--- src/rtl/keypad_scan_ctrl.sv ---
`default_nettype none
// ============================================================================
// keypad_scan_ctrl : 4x4 keypad column scanner with debounce and valid/ack key output
// Revision 1.0
// ============================================================================
module keypad_scan_ctrl #(
  parameter int DEBOUNCE_TICKS = 2,
  parameter int RELEASE_TICKS  = 2
) (
  input  logic       clk_i,
  input  logic       rst_ni,
  output logic [3:0] col_o,
  input  logic [3:0] row_i,
  output logic       timer_rst_no,
  input  logic       timer_done_i,
  output logic [3:0] key_o,
  output logic       key_valid_o,
  input  logic       key_ack_i
);

  localparam int MAX_TICKS = (DEBOUNCE_TICKS > RELEASE_TICKS) ? DEBOUNCE_TICKS : RELEASE_TICKS;
  localparam int CNT_W     = $clog2(MAX_TICKS + 1);
  localparam logic [CNT_W-1:0] DEB_LAST = CNT_W'(DEBOUNCE_TICKS);
  localparam logic [CNT_W-1:0] REL_LAST = CNT_W'(RELEASE_TICKS);

  typedef enum logic [1:0] {
    SCAN     = 2'd0,
    DEBOUNCE = 2'd1,
    REPORT   = 2'd2,
    RELEASE  = 2'd3
  } state_e;

  state_e           state_q;
  logic [3:0]       rs_meta_q;
  logic [3:0]       rs_q;
  logic [1:0]       col_idx_q;
  logic [1:0]       row_idx_q;
  logic [CNT_W-1:0] cnt_q;
  logic [CNT_W-1:0] rcnt_q;
  logic [3:0]       col_q;
  logic [3:0]       key_q;
  logic             key_valid_q;
  logic             timer_rst_nq;

  logic [3:0]       row_low;
  logic             single_low;
  logic [1:0]       row_enc;
  logic             sample;
  logic [1:0]       col_next;
  logic [CNT_W-1:0] cnt_inc;
  logic [CNT_W-1:0] rcnt_inc;

  assign row_low    = ~rs_q;
  assign single_low = (row_low != 4'd0) && ((row_low & (row_low - 4'd1)) == 4'd0);
  // Done is still sticky from the previous period while the restart pulse is out.
  assign sample     = timer_done_i & timer_rst_nq;
  assign col_next   = col_idx_q + 2'd1;
  assign cnt_inc    = cnt_q + CNT_W'(1);
  assign rcnt_inc   = rcnt_q + CNT_W'(1);

  always_comb begin
    row_enc = 2'd0;
    case (row_low)
      4'b0010: row_enc = 2'd1;
      4'b0100: row_enc = 2'd2;
      4'b1000: row_enc = 2'd3;
      default: row_enc = 2'd0;
    endcase
  end

  always_ff @(posedge clk_i or negedge rst_ni) begin
    if (!rst_ni) begin
      state_q      <= SCAN;
      rs_meta_q    <= 4'b1111;
      rs_q         <= 4'b1111;
      col_idx_q    <= 2'd0;
      row_idx_q    <= 2'd0;
      cnt_q        <= '0;
      rcnt_q       <= '0;
      col_q        <= 4'b1111;
      key_q        <= 4'd0;
      key_valid_q  <= 1'b0;
      timer_rst_nq <= 1'b0;
    end else begin
      rs_meta_q    <= row_i;
      rs_q         <= rs_meta_q;
      timer_rst_nq <= 1'b1;
      col_q        <= ~(4'b0001 << col_idx_q);
      case (state_q)
        SCAN: begin
          if (sample) begin
            timer_rst_nq <= 1'b0;
            if (single_low) begin
              row_idx_q <= row_enc;
              cnt_q     <= CNT_W'(1);
              if (DEBOUNCE_TICKS == 1) begin
                key_q       <= {row_enc, col_idx_q};
                key_valid_q <= 1'b1;
                state_q     <= REPORT;
              end else begin
                state_q <= DEBOUNCE;
              end
            end else begin
              col_idx_q <= col_next;
              col_q     <= ~(4'b0001 << col_next);
            end
          end
        end
        DEBOUNCE: begin
          if (sample) begin
            if (single_low && (row_enc == row_idx_q)) begin
              cnt_q <= cnt_inc;
              if (cnt_inc == DEB_LAST) begin
                key_q       <= {row_idx_q, col_idx_q};
                key_valid_q <= 1'b1;
                state_q     <= REPORT;
              end else begin
                timer_rst_nq <= 1'b0;
              end
            end else begin
              cnt_q        <= '0;
              timer_rst_nq <= 1'b0;
              state_q      <= SCAN;
            end
          end
        end
        REPORT: begin
          if (key_valid_q && key_ack_i) begin
            key_valid_q  <= 1'b0;
            timer_rst_nq <= 1'b0;
            rcnt_q       <= '0;
            state_q      <= RELEASE;
          end
        end
        default: begin
          if (sample) begin
            timer_rst_nq <= 1'b0;
            if (rs_q == 4'b1111) begin
              if (rcnt_inc == REL_LAST) begin
                rcnt_q    <= '0;
                col_idx_q <= col_next;
                col_q     <= ~(4'b0001 << col_next);
                state_q   <= SCAN;
              end else begin
                rcnt_q <= rcnt_inc;
              end
            end else begin
              // Key still held: keep waiting, never re-report it.
              rcnt_q <= '0;
            end
          end
        end
      endcase
    end
  end

  assign col_o        = col_q;
  assign timer_rst_no = timer_rst_nq;
  assign key_o        = key_q;
  assign key_valid_o  = key_valid_q;

endmodule
`default_nettype wire

--- config.mk ---
export PLATFORM = sky130hd
export DESIGN_NAME = keypad_scan_ctrl
export DESIGN_NICKNAME = d
export VERILOG_FILES = /design/src/rtl/keypad_scan_ctrl.sv
export SDC_FILE = /design/constraint.sdc
export NUM_CORES = 1
export LEC_CHECK = 0
export CELL_PAD_IN_SITES_DETAIL_PLACEMENT = 0
export CELL_PAD_IN_SITES_GLOBAL_PLACEMENT = 1
export CORE_AREA = 10 10 72 68
export CTS_BUF_LIST = sky130_fd_sc_hd__clkbuf_2 sky130_fd_sc_hd__clkbuf_4 sky130_fd_sc_hd__clkbuf_8
export CTS_CLUSTER_SIZE = 10
export DETAILED_ROUTE_END_ITERATION = 6
export DIE_AREA = 0 0 82 78
export GPL_ROUTABILITY_DRIVEN = 0
export GPL_TIMING_DRIVEN = 0
export PLACE_DENSITY = 0.87
export SYNTH_ARGS = -nofsm -noshare
export SYNTH_HDL_FRONTEND = slang
export SYNTH_SLANG_ARGS = --single-unit
--- constraint.sdc ---
create_clock -name clk_i -period 2.55 [get_ports clk_i]
set_input_delay 0.3825 -clock clk_i [delete_from_list [all_inputs] [get_ports clk_i]]
set_output_delay 0.3825 -clock clk_i [all_outputs]
set_load 0.02 [all_outputs]
==> impl_metrics.toml, run 1 <==
# implementation run metrics
[sta]
drv_slew = 0
fin_crit_ps = 2050
clock_skew_ps = 5.21
hold_viol_final = 0
hold_ws_ps = 356
rsz0062_at_grt = "no"
worstMarginPinSlew_ps = 1190
fmax_mhz = 489
setup_tns_ps = 0
finalSetupViolations = 0

[worst_setup_path]
timing.rr.start = "rs_q[3]$_DFF_PN1_"
required_ps = 2730
worst_r2r_path_depth = 4
critPathMaxStageDelay_ps = 590
crit_path_start_kind = "flop"
path_cells = "nand2_1, o31ai_4, nand4_2, mux2_1"
crit_buf_inv = 0
path_max_fanout = 9
setup.worst_path.end_class = "flop"
critical_path_class = "flop to flop"

[placed_design]
port_buffers = 17
place_inst = 197
place_area_um2 = 1700
dp_hpwl_mm = 2.32

[logic_synthesis]
top_area_cell = "dfrtp_1"
netlist_area_um2 = 1480
synth_warnings = 0
edf_count = 0
synth_chip_area_um2 = 1480
ys_types = 47
avgSynthCellArea_um2 = 11.0
syn_inst = 134
ys_cells = 134

[clock_tree]
clock-sinks = 28
cts-root-buf = "clkbuf_8"
cts_tree = "yes"
path_clk_slew_ps = 100
htreeDepth = 1
cts_resized = 0
worstSkewPairLatency_ps = 290
numCtsBuffers = 3
postCtsSetupRepairBufs = 0
hold_buffers = 0

[route]
drt_wl_total_mm = 3.17
drc_errors = 0
dr.pass1.iters = 4
ant_nets = 0

[floorplan]
die_h_um = 78
die_w_um = 82
core_um2 = 3520
initCoreUtil = 0.419
rows = 21
pin_count = 18

[cells_and_area]
syn2layout_area_growth_pct = 20.3
final_area_um2 = 1780
comb_area_um2 = 727
nNetsFinal = 173
layout_top_cell = "clkdlybuf4s50_1"
fillers = 329
drive_above_1_share = 0.129
flop_area_um2 = 716

[hold_path]
worstHoldStart = "rs_meta_q[2]$_DFF_PN1_"
holdPathEnd = "rs_q[2]$_DFF_PN1_"
hold_depth = 0

[pwr]
power_density_nw_per_um2 = 909
pwr-share-seq = 0.380
power_frac_comb = 0.394
peakVddDrop_uv = 485
leakagePower_nw = 0.717
finalPower_mw = 1.61

[grt]
grt_pass1_wl_mm = 5.61
grt_pass1_vias = 1158

[status]
status = "finished, final reports clean"
-- run 1: registers in the layout, indices dropped and copies added (netlist names) --
register,cells
col_o,4
key_o,4
rs_meta_q,4
rs_q,4
cnt_q,2
col_idx_q,2
rcnt_q,2
row_idx_q,2
state_q,2
key_valid_o,1
timer_rst_no,1
-- run 1: worst max-delay path by stage --
stage	cells past startpoint	slack, ps	end	startpoint
after floorplan	5	800	key_o[0]$_DFFE_PN0P_	rs_q[1]$_DFF_PN1_
after global placement	6	450	state_q[0]$_DFFE_PN0P_	timer_done_i
after detailed placement	6	420	state_q[0]$_DFFE_PN0P_	timer_done_i
after CTS	5	490	key_o[1]$_DFFE_PN0P_	rs_q[0]$_DFF_PN1_
after global routing	5	330	key_o[0]$_DFFE_PN0P_	rs_q[0]$_DFF_PN1_
final	4	500	key_o[1]$_DFFE_PN0P_	rs_q[3]$_DFF_PN1_
-- run 1: area by class of cell --
cell class                      instances  area share
Multi-Input combinational cell         97       0.409
Inverter                                7      0.0148
Clock inverter                          1      0.0169
Tap cell                               46      0.0324
Buffer                                  2     0.00423
Sequential cell                        28       0.403
Timing Repair Buffer                   17      0.0958
Clock buffer                            3      0.0233
-- run 1: Yosys cell counts, drive strengths merged (5+ instances only) --
library cell / count
inv: 7
nor2: 5
dfrtp: 16
nand3: 5
ha: 9
nand2: 10
o31ai: 5
mux2: 5
a21oi: 5
dfstp: 12
o21ai: 6
-- run 1: per-layer routing --
metal	GRT usage	vias up	wire [µm]
met5	0	-	0
met4	0.0510	0	56
met3	0.0300	5	137
met2	0.168	19	1600
met1	0.135	546	1370
li1	-	536	-
-- run 1: cells by family after synthesis --
family / Yosys count / share of synthesized area
AOI/OAI and AO/OA: 34 / 0.173
xor gates and xnor gates: 4 / 0.0237
adders and majority gates: 9 / 0.0763
buffers and inverters: 9 / 0.0229
DFF: 28 / 0.485
muxes: 8 / 0.0585
and+or+nand+nor: 42 / 0.161
-- run 1: power groups by stage --
stage,clock network [mW],logic (mW),registers [mW]
after floorplan,0,0.398,0.651
after global placement,0,0.620,0.613
after detailed placement,0,0.633,0.622
after CTS,0.365,0.639,0.615
after global routing,0.385,0.716,0.629
final,0.364,0.637,0.614
-- run 1: worst reg2reg max path: cells and delay by family, from the launching register on --
kind / cells / cell delay [ps]
and+or+nand+nor: 2 / 470
AOI/OAI and AO/OA: 1 / 500
DFF: 1 / 590
muxes: 1 / 370
Figure 1. The metal 2 layer (run 1).
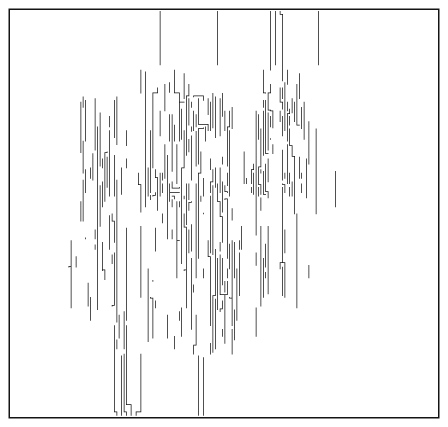
main direction: vertical
nets with wire on the layer: 147
share of all routed wire: 51%

Figure 2. Cell classes on the final placement (run 1).
The bar under the picture is 20 µm long. Fill, decap, tap and diode cells in gray.
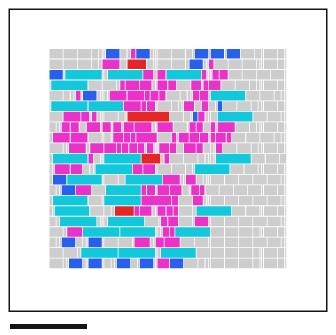
legend:
  flops:
    color: cyan
    cells: 28
  clock drivers and dummy loads:
    color: red
    cells: 4
  all other logic:
    color: magenta
    cells: 104
  other buffers and delay cells:
    color: blue
    cells: 19

Figure 3. Cells by drive strength (run 1).
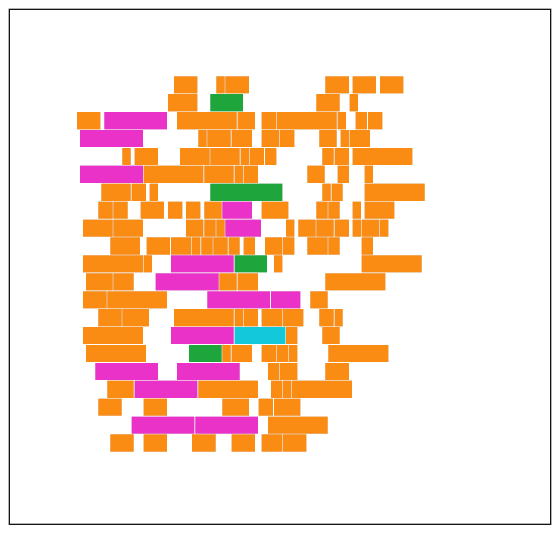
legend:
  drive 2:
    color: magenta
    cells: 15
    share: 9.7%
  drive 6 and up:
    color: green
    cells: 4
    share: 2.6%
  drive 3 to 4:
    color: cyan
    cells: 1
    share: 0.65%
  drive 1 or less:
    color: orange
    cells: 135
    share: 87%

Figure 4. Selected gate families (run 1).
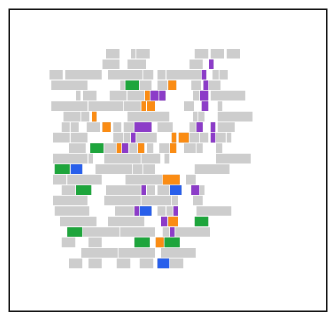
legend:
  NAND gates:
    color: purple
    cells: 19
  multiplexers:
    color: green
    cells: 8
  XOR/XNOR gates:
    color: blue
    cells: 4
  NOR gates:
    color: orange
    cells: 14

==> run 1 -> run 2 <==
Settings changed: CORE_AREA 10 10 72 68 to 10 10 75 70, DIE_AREA 0 0 82 78 to 0 0 85 80, PLACE_DENSITY 0.87 to 0.85.
Clock period 2.55 ns to 1.74 ns, I/O delays scaled along.
Figure 5. Cells by drive strength (run 2).
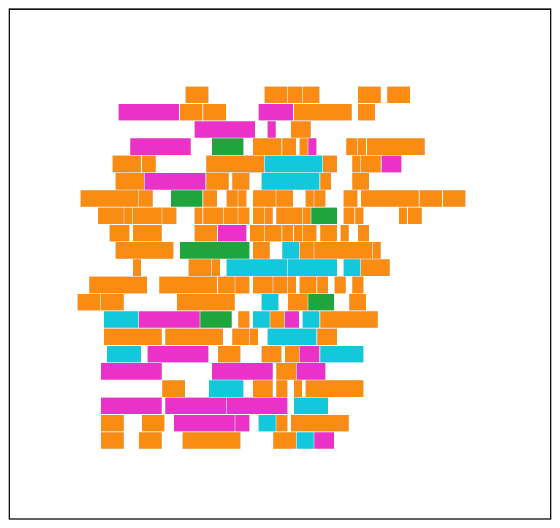
legend:
  drive 6 and up:
    color: green
    cells: 6
    share: 3.7%
  drive 3 to 4:
    color: cyan
    cells: 17
    share: 10%
  drive 2:
    color: magenta
    cells: 22
    share: 13%
  drive 1 or less:
    color: orange
    cells: 118
    share: 72%

Figure 6. Clock nets (run 2).
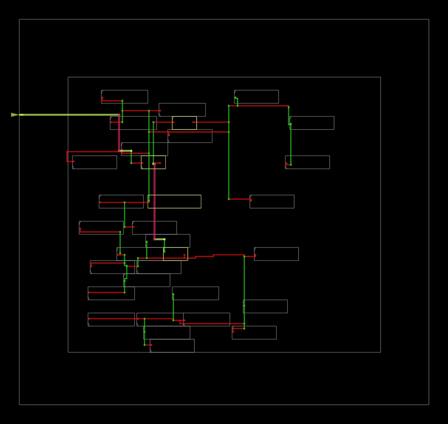
Clock buffer cells: 3
clock network power: 0.527 mW
Late-Pin Clk Latency: 280 ps
TritonCTS Sinks: 28
Flops: 28

Figure 7. The metal 2 layer (run 2).
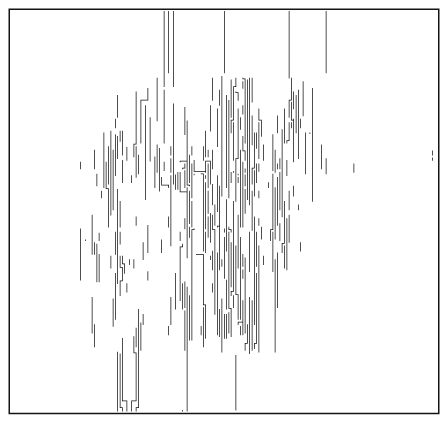
main direction: vertical
longest straight run: 25.2 µm

==> impl_metrics.toml, run 2 <==
# implementation run metrics
[clock_tree]
hold_buffers = 0
path_clk_slew_ps = 100
cts_tree = "yes"
cts-root-buf = "clkbuf_8"
numCtsBuffers = 3
htreeDepth = 1

[cells_and_area]
layout_top_cell = "clkdlybuf4s50_1"
syn2layout_area_growth_pct = 31.5
drive_above_1_share = 0.276
nNetsFinal = 181
comb_area_um2 = 822
final_area_um2 = 1940
final_cells = 209
final_util = 0.524
antenna_cells = 0
fillers = 310
flop_area_um2 = 716

[worst_setup_path]
crit_buf_inv = 2
path_max_fanout = 6
critPathMaxStageDelay_ps = 590
required_ps = 1910
critical_path_class = "flop to flop"
path_delay_family = "simple AND/OR/NAND/NOR gates"
path_cells = "and3b_1, o21ai_2, o31ai_4, buf_6, buf_6, nand4_1, or3b_1"
setup.worst_path.end_class = "flop"
crit_path_start_kind = "flop"

[placed_design]
place_area_um2 = 1700
port_buffers = 17
dpl_worst_slack_ps = -277
dp_hpwl_mm = 2.23
place_inst = 197

[status]
violations = "setup timing"
status = "complete, but fails checks"

[sta]
fin_ws_ps = -133
setup_tns_ps = -487
post-route-period-util = 1.08
drv_slew = 0
fmax_mhz = 534
worstMarginPinSlew_ps = 1270
fin_crit_ps = 1870
rsz0062_at_grt = "yes"
clock_skew_ps = 4.01
finalSetupViolations = 10
hold_viol_final = 0

[floorplan]
die_w_um = 85
core_um2 = 3700
pin_count = 18
rows = 21
initCoreUtil = 0.399
die_h_um = 80

[logic_synthesis]
netlist_area_um2 = 1480
synth_chip_area_um2 = 1480
syn_inst = 134
ys_types = 47
synth_warnings = 0
ys_top_cells_by_count = "dfrtp_1 (16), dfstp_2 (12), nand2_1 (10), ha_1 (9), inv_1 (7)"
most_common_cell = "dfrtp_1"
ys_cells = 134
edf_count = 0
top_area_cell = "dfrtp_1"
avgSynthCellArea_um2 = 11.0

[grt]
grt_pass1_vias = 1146
grt_pass1_wl_mm = 5.58

[pwr]
swShare = 0.362
power_density_nw_per_um2 = 1290
p_sw_mw = 0.906
pwr-share-seq = 0.362
power_frac_comb = 0.427
leakagePower_nw = 0.778
peakVddDrop_uv = 762

[job]
maxCapViolations = 0

[route]
drc_errors = 0
drt_wl_total_mm = 3.40
ant_nets = 0
dr.pass1.iters = 4
[run 2: cell counts after synthesis]
No cell type changed its count.
[run 2: kinds of logic after synthesis]
logic type,after synthesis,synth area share
AOI/OAI and AO/OA,34,0.173
muxes,8,0.0585
adders and majority gates,9,0.0763
and+or+nand+nor,42,0.161
xor gates and xnor gates,4,0.0237
DFF,28,0.485
buffers and inverters,9,0.0229
[run 2: power by group through the flow]
| stage | logic [mW] | clock network, mW | registers (mW) |
|---|---|---|---|
| floorplan | 0.583 | 0 | 0.954 |
| global route | 1.16 | 0.551 | 0.926 |
| CTS | 0.993 | 0.526 | 0.897 |
| finish | 1.07 | 0.527 | 0.906 |
| detailed placement | 0.923 | 0 | 0.907 |
| global placement | 0.900 | 0 | 0.897 |
[run 2: through the flow]
step	hold slack, ps	power [mW]
finish	361	2.50
global placement	346	1.80
floorplan	-34.6	1.54
CTS	361	2.42
global route	365	2.64
detailed placement	347	1.83
[run 2: cell type report]
type,instances,share of cell area
Buffer,2,0.00580
Clock buffer,3,0.0213
Clock inverter,1,0.0155
Inverter,7,0.0135
Multi-Input combinational cell,97,0.423
Sequential cell,28,0.369
Tap cell,46,0.0296
Timing Repair Buffer,25,0.122
[run 2: repair_timing]
action,CTS,global route
endpoints found under the setup margin,13,18
setup buffers,5,3
pin swaps,7,2
resized,13,13
hold endpoints to repair,0,0
[run 2: worst paths after layout]
path                                             start                      end  cells past startpoint  slack (ps)
worst max-delay path                 rs_q[3]$_DFF_PN1_  key_valid_o$_DFFE_PN0P_                      7        -130
worst min-delay path            rs_meta_q[0]$_DFF_PN1_        rs_q[0]$_DFF_PN1_                      0         360
worst max register to register       rs_q[3]$_DFF_PN1_  key_valid_o$_DFFE_PN0P_                      7        -130
worst min register to register  rs_meta_q[0]$_DFF_PN1_        rs_q[0]$_DFF_PN1_                      0         360
max in group asynchronous                       rst_ni    rcnt_q[1]$_DFFE_PN0P_                      1         360
min in group asynchronous                       rst_ni     key_o[3]$_DFFE_PN0P_                      1         630
[run 2: routing by layer]
layer | up-vias | global-route usage | wire, µm
met5 | - | 0 | 0
met4 | 0 | 0.0345 | 23
met3 | 4 | 0.0194 | 87
met2 | 18 | 0.167 | 1760
met1 | 561 | 0.114 | 1530
li1 | 554 | - | -
No activity file was given, so power comes from the tool's default toggle rates.
